<file path="src/rtl/fir_ctrl.sv">
// fir_ctrl -- sequencing controller for a 4-tap FIR datapath.
//
// A prescaler divides clk down to the sample rate. Each sample tick latches
// x_in into fir_x and pulses fir_en on the following cycle. y_valid follows
// fir_en by one cycle, because the datapath registers its output on en.
// Coefficients are written into a shadow bank at any time. A commit copies
// the whole bank to the active outputs b0..b3 at a safe point. That point is
// the next cycle when idle, or the next sample tick when streaming.
//
// Handshake: fir_en and y_valid are single-cycle qualifiers with no
// backpressure. A consumer must take fir_x / its output on the cycle the
// pulse is high.
//
// Optional feature, macro FIR_CTRL_FLUSH_EN:
//   defined   -> stop in RUN enters FLUSH, which pushes 4 zero samples
//                through the taps before returning to IDLE.
//   undefined -> stop in RUN returns straight to IDLE; FLUSH is not built.
//
// Ports:
//   clk, rst          clock, asynchronous active-high reset
//   start, stop       one-cycle stream requests
//   div               sample period minus one, in clk cycles
//   x_in              input sample, captured on each tick
//   cfg_we/addr/wdata shadow coefficient write port
//   commit            request to copy the shadow bank to the active bank
//   fir_en, fir_x     datapath enable pulse and registered sample
//   b0..b3            active coefficients
//   y_valid           datapath output valid pulse
//   busy              state is not IDLE
//   commit_pending    commit requested but not yet applied
//   state_dbg         raw FSM state, for observation only
module fir_ctrl #(
  parameter int N  = 16,
  parameter int DW = 16
) (
  input  logic          clk,
  input  logic          rst,
  input  logic          start,
  input  logic          stop,
  input  logic [DW-1:0] div,
  input  logic [N-1:0]  x_in,
  input  logic          cfg_we,
  input  logic [1:0]    cfg_addr,
  input  logic [N-1:0]  cfg_wdata,
  input  logic          commit,
  output logic          fir_en,
  output logic [N-1:0]  fir_x,
  output logic [N-1:0]  b0,
  output logic [N-1:0]  b1,
  output logic [N-1:0]  b2,
  output logic [N-1:0]  b3,
  output logic          y_valid,
  output logic          busy,
  output logic          commit_pending,
  output logic [1:0]    state_dbg
);

  typedef enum logic [1:0] {
`ifdef FIR_CTRL_FLUSH_EN
    IDLE  = 2'd0,
    RUN   = 2'd1,
    FLUSH = 2'd2
`else
    IDLE  = 2'd0,
    RUN   = 2'd1
`endif
  } state_t;

  state_t        state;
  logic [DW-1:0] cnt;
  logic [DW-1:0] div_q;
  logic [N-1:0]  shadow      [4];
  logic [N-1:0]  active      [4];
  logic [N-1:0]  shadow_next [4];
  logic          tick;
  logic          sample_tick;
  logic          copy_now;

`ifdef FIR_CTRL_FLUSH_EN
  logic [2:0]    fl_cnt;
  logic          flush_done;
`endif

  // div is held in div_q between wraps. Changing div mid-period therefore
  // only affects the next period.
  assign tick = (state != IDLE) && (cnt == div_q);

  // sample_tick is a tick that actually issues a sample. A tick that lands
  // on the stop cycle is dropped. So is any tick after the 4th flush sample.
`ifdef FIR_CTRL_FLUSH_EN
  assign flush_done  = (fl_cnt == 3'd4);
  assign sample_tick = tick && (((state == RUN) && !stop) ||
                                ((state == FLUSH) && !flush_done));
`else
  assign sample_tick = tick && (state == RUN) && !stop;
`endif

  // The copy is tied to a sample tick, so new coefficients appear on the
  // same edge as the fir_x they apply to.
  assign copy_now = commit_pending && ((state == IDLE) || sample_tick);

  // The shadow bank as it will be after this cycle's write. The copy reads
  // this value, so a write in the copy cycle is not lost.
  always_comb begin
    for (int i = 0; i < 4; i++) begin
      shadow_next[i] = shadow[i];
      if (cfg_we && (cfg_addr == 2'(i))) shadow_next[i] = cfg_wdata;
    end
  end

  always_ff @(posedge clk or posedge rst) begin
    if (rst) begin
      state          <= IDLE;
      cnt            <= '0;
      div_q          <= '0;
      fir_en         <= 1'b0;
      y_valid        <= 1'b0;
      fir_x          <= '0;
      commit_pending <= 1'b0;
      // b0 = 16 with the other taps zero is unity gain after the >>4.
      for (int i = 0; i < 4; i++) begin
        shadow[i] <= (i == 0) ? N'(16) : N'(0);
        active[i] <= (i == 0) ? N'(16) : N'(0);
      end
`ifdef FIR_CTRL_FLUSH_EN
      fl_cnt         <= '0;
`endif
    end else begin
      fir_en  <= 1'b0;
      y_valid <= fir_en;

      for (int i = 0; i < 4; i++) shadow[i] <= shadow_next[i];

      // The copy wins over a new commit, so a repeat commit is absorbed.
      if (copy_now) begin
        for (int i = 0; i < 4; i++) active[i] <= shadow_next[i];
        commit_pending <= 1'b0;
      end else if (commit) begin
        commit_pending <= 1'b1;
      end

      // Prescaler. It runs in RUN and FLUSH. The IDLE arm below holds it at 0.
      if (tick) begin
        cnt   <= '0;
        div_q <= div;
      end else if (state != IDLE) begin
        cnt <= cnt + DW'(1);
      end

      case (state)
        IDLE: begin
          cnt <= '0;
          // If start and stop arrive together, stop wins.
          if (start && !stop) begin
            state <= RUN;
            div_q <= div;
          end
        end
        RUN: begin
          if (stop) begin
`ifdef FIR_CTRL_FLUSH_EN
            state  <= FLUSH;
            fl_cnt <= '0;
`else
            state  <= IDLE;
            cnt    <= '0;
`endif
          end else if (tick) begin
            fir_x  <= x_in;
            fir_en <= 1'b1;
          end
        end
`ifdef FIR_CTRL_FLUSH_EN
        FLUSH: begin
          // flush_done is true during the 4th flush fir_en cycle. The FSM
          // leaves right after it.
          if (flush_done) begin
            state <= IDLE;
            cnt   <= '0;
          end else if (tick) begin
            fir_x  <= '0;
            fir_en <= 1'b1;
            fl_cnt <= fl_cnt + 3'd1;
          end
        end
`endif
        default: state <= IDLE;
      endcase
    end
  end

  assign b0             = active[0];
  assign b1             = active[1];
  assign b2             = active[2];
  assign b3             = active[3];
  assign busy           = (state != IDLE);
  assign state_dbg      = state;

endmodule

</file>
<file path="config.mk">
export PLATFORM = sky130hd
export DESIGN_NAME = fir_ctrl
export DESIGN_NICKNAME = d
export VERILOG_FILES = /design/src/rtl/fir_ctrl.sv
export SDC_FILE = /design/constraint.sdc
export NUM_CORES = 1
export LEC_CHECK = 0
export ABC_AREA = 0
export CELL_PAD_IN_SITES_DETAIL_PLACEMENT = 0
export CELL_PAD_IN_SITES_GLOBAL_PLACEMENT = 2
export CORE_UTILIZATION = 25
export CTS_CLUSTER_SIZE = 20
export DETAILED_ROUTE_END_ITERATION = 7
export PLACE_DENSITY_LB_ADDON = 0.1
export RECOVER_POWER = 100
export SYNTH_ARGS = -nofsm -noshare
export SYNTH_HDL_FRONTEND = slang
export SYNTH_SLANG_ARGS = --single-unit
</file>
<file path="constraint.sdc">
create_clock -name clk -period 13.05 [get_ports clk]
set_clock_uncertainty 0.05 [all_clocks]
set_input_delay 3.2625 -clock clk [delete_from_list [all_inputs] [get_ports clk]]
set_output_delay 3.2625 -clock clk [all_outputs]
set_load 0.1 [all_outputs]
</file>
M1 wires:
Bar = 50 µm. Supply wires on this layer in grey.
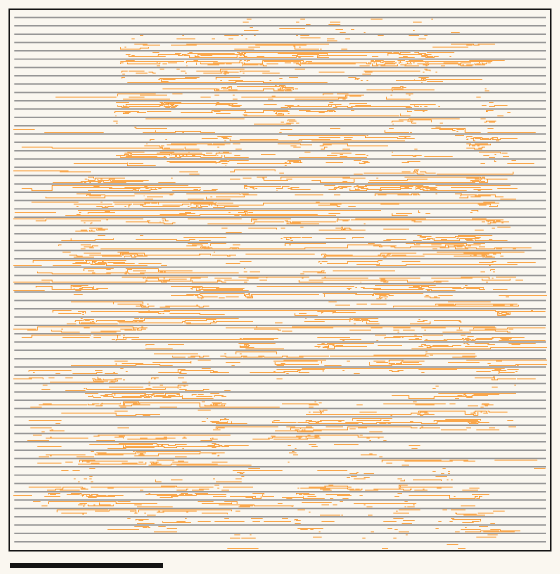
The wires run mostly horizontal. The layer carries 10900 µm of wire. The layer holds 49% of the routed length. The longest straight run is 108 µm. 769 nets have wire on it.
met1 usage: 0.208
Routed WL: 22300 µm
via count of the routed design: 5354

==> impl_metrics.env <==
# physical design summary
export IMPL_synthArstFlopShare=1.00
export IMPL_logic_area_mm2=0.00266
export IMPL_fin_ws_ps=5710
export IMPL_antennaDiodeCount=0
export IMPL_antenna_left=0
export IMPL_antenna_found_initial=0
export IMPL_final_common_cell="dfrtp_1"
export IMPL_dr_pass1_iters=4
export IMPL_area_growth_pct=30.7
export IMPL_holdBufCountCts=0
export IMPL_setup_viol=0
export IMPL_whs_ps=325
export IMPL_cts_path_max_buffers=2
export IMPL_synth_comb_largest_family="multiplexers"
export IMPL_crit_path_top_delay_cell="clkinvlp_2"
export IMPL_aoi_share=0.0659
export IMPL_syn_nets=729
export IMPL_fin_total_pwr_w=0.00225
export IMPL_regArea_mm2=0.00451
export IMPL_top_layer="met4"
export IMPL_utilization=0.334
export IMPL_cap_violations=4
export IMPL_status="finished with violations"
export IMPL_fmaxAchievable_mhz=136
export IMPL_slew_violations=155
export IMPL_crit_family="buffers and inverters"
export IMPL_worstPathCellList="dlygate4sd3_1 > clkinvlp_2 > buf_4"
export IMPL_place_inst=1169
export IMPL_grt_start_max_net_pins=103
export IMPL_warning_count=28
export IMPL_rsz0062_at_grt="false"
export IMPL_failed_checks="max-capacitance violations, max-slew violations"
export IMPL_via_per_inst=4.46
export IMPL_clk_power_w=0.000529
export IMPL_synth_edff_count=0
export IMPL_clkLatencyLatePin_ps=430
Met2 routing:
Bar = 50 µm.
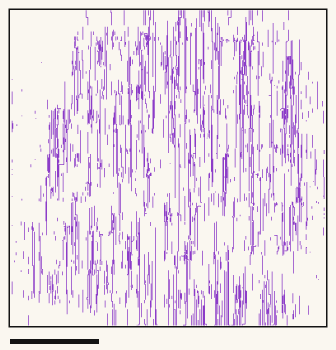
The layer carries 10500 µm of wire. The wires run mostly vertical.
met2 GRT Util: 0.241

==> worst max path at each step <==
| stage | start | end | slack, ps | depth (start not counted) |
|---|---|---|---|---|
| after detailed placement | rst | b2[2]$_DFFE_PP0P_ | 7320 | 3 |
| final | rst | shadow[4]$_DFF_PP0_ | 5710 | 3 |
| after global placement | state_dbg[0]$_DFFE_PP0P_ | busy | 7340 | 2 |
| after global routing | rst | shadow[4]$_DFF_PP0_ | 4760 | 3 |
| after CTS | state_dbg[0]$_DFFE_PP0P_ | busy | 6870 | 2 |
| after floorplan | rst | b0[0]$_DFFE_PP0P_ | 4850 | 1 |
==> sequential cells by signal (all words and copies together) (netlist names) <==
register        count
shadow             64
b0                 16
b1                 16
b2                 16
b3                 16
cnt                16
div_q              16
fir_x              16
commit_pending      1
fir_en              1
state_dbg           1
y_valid             1
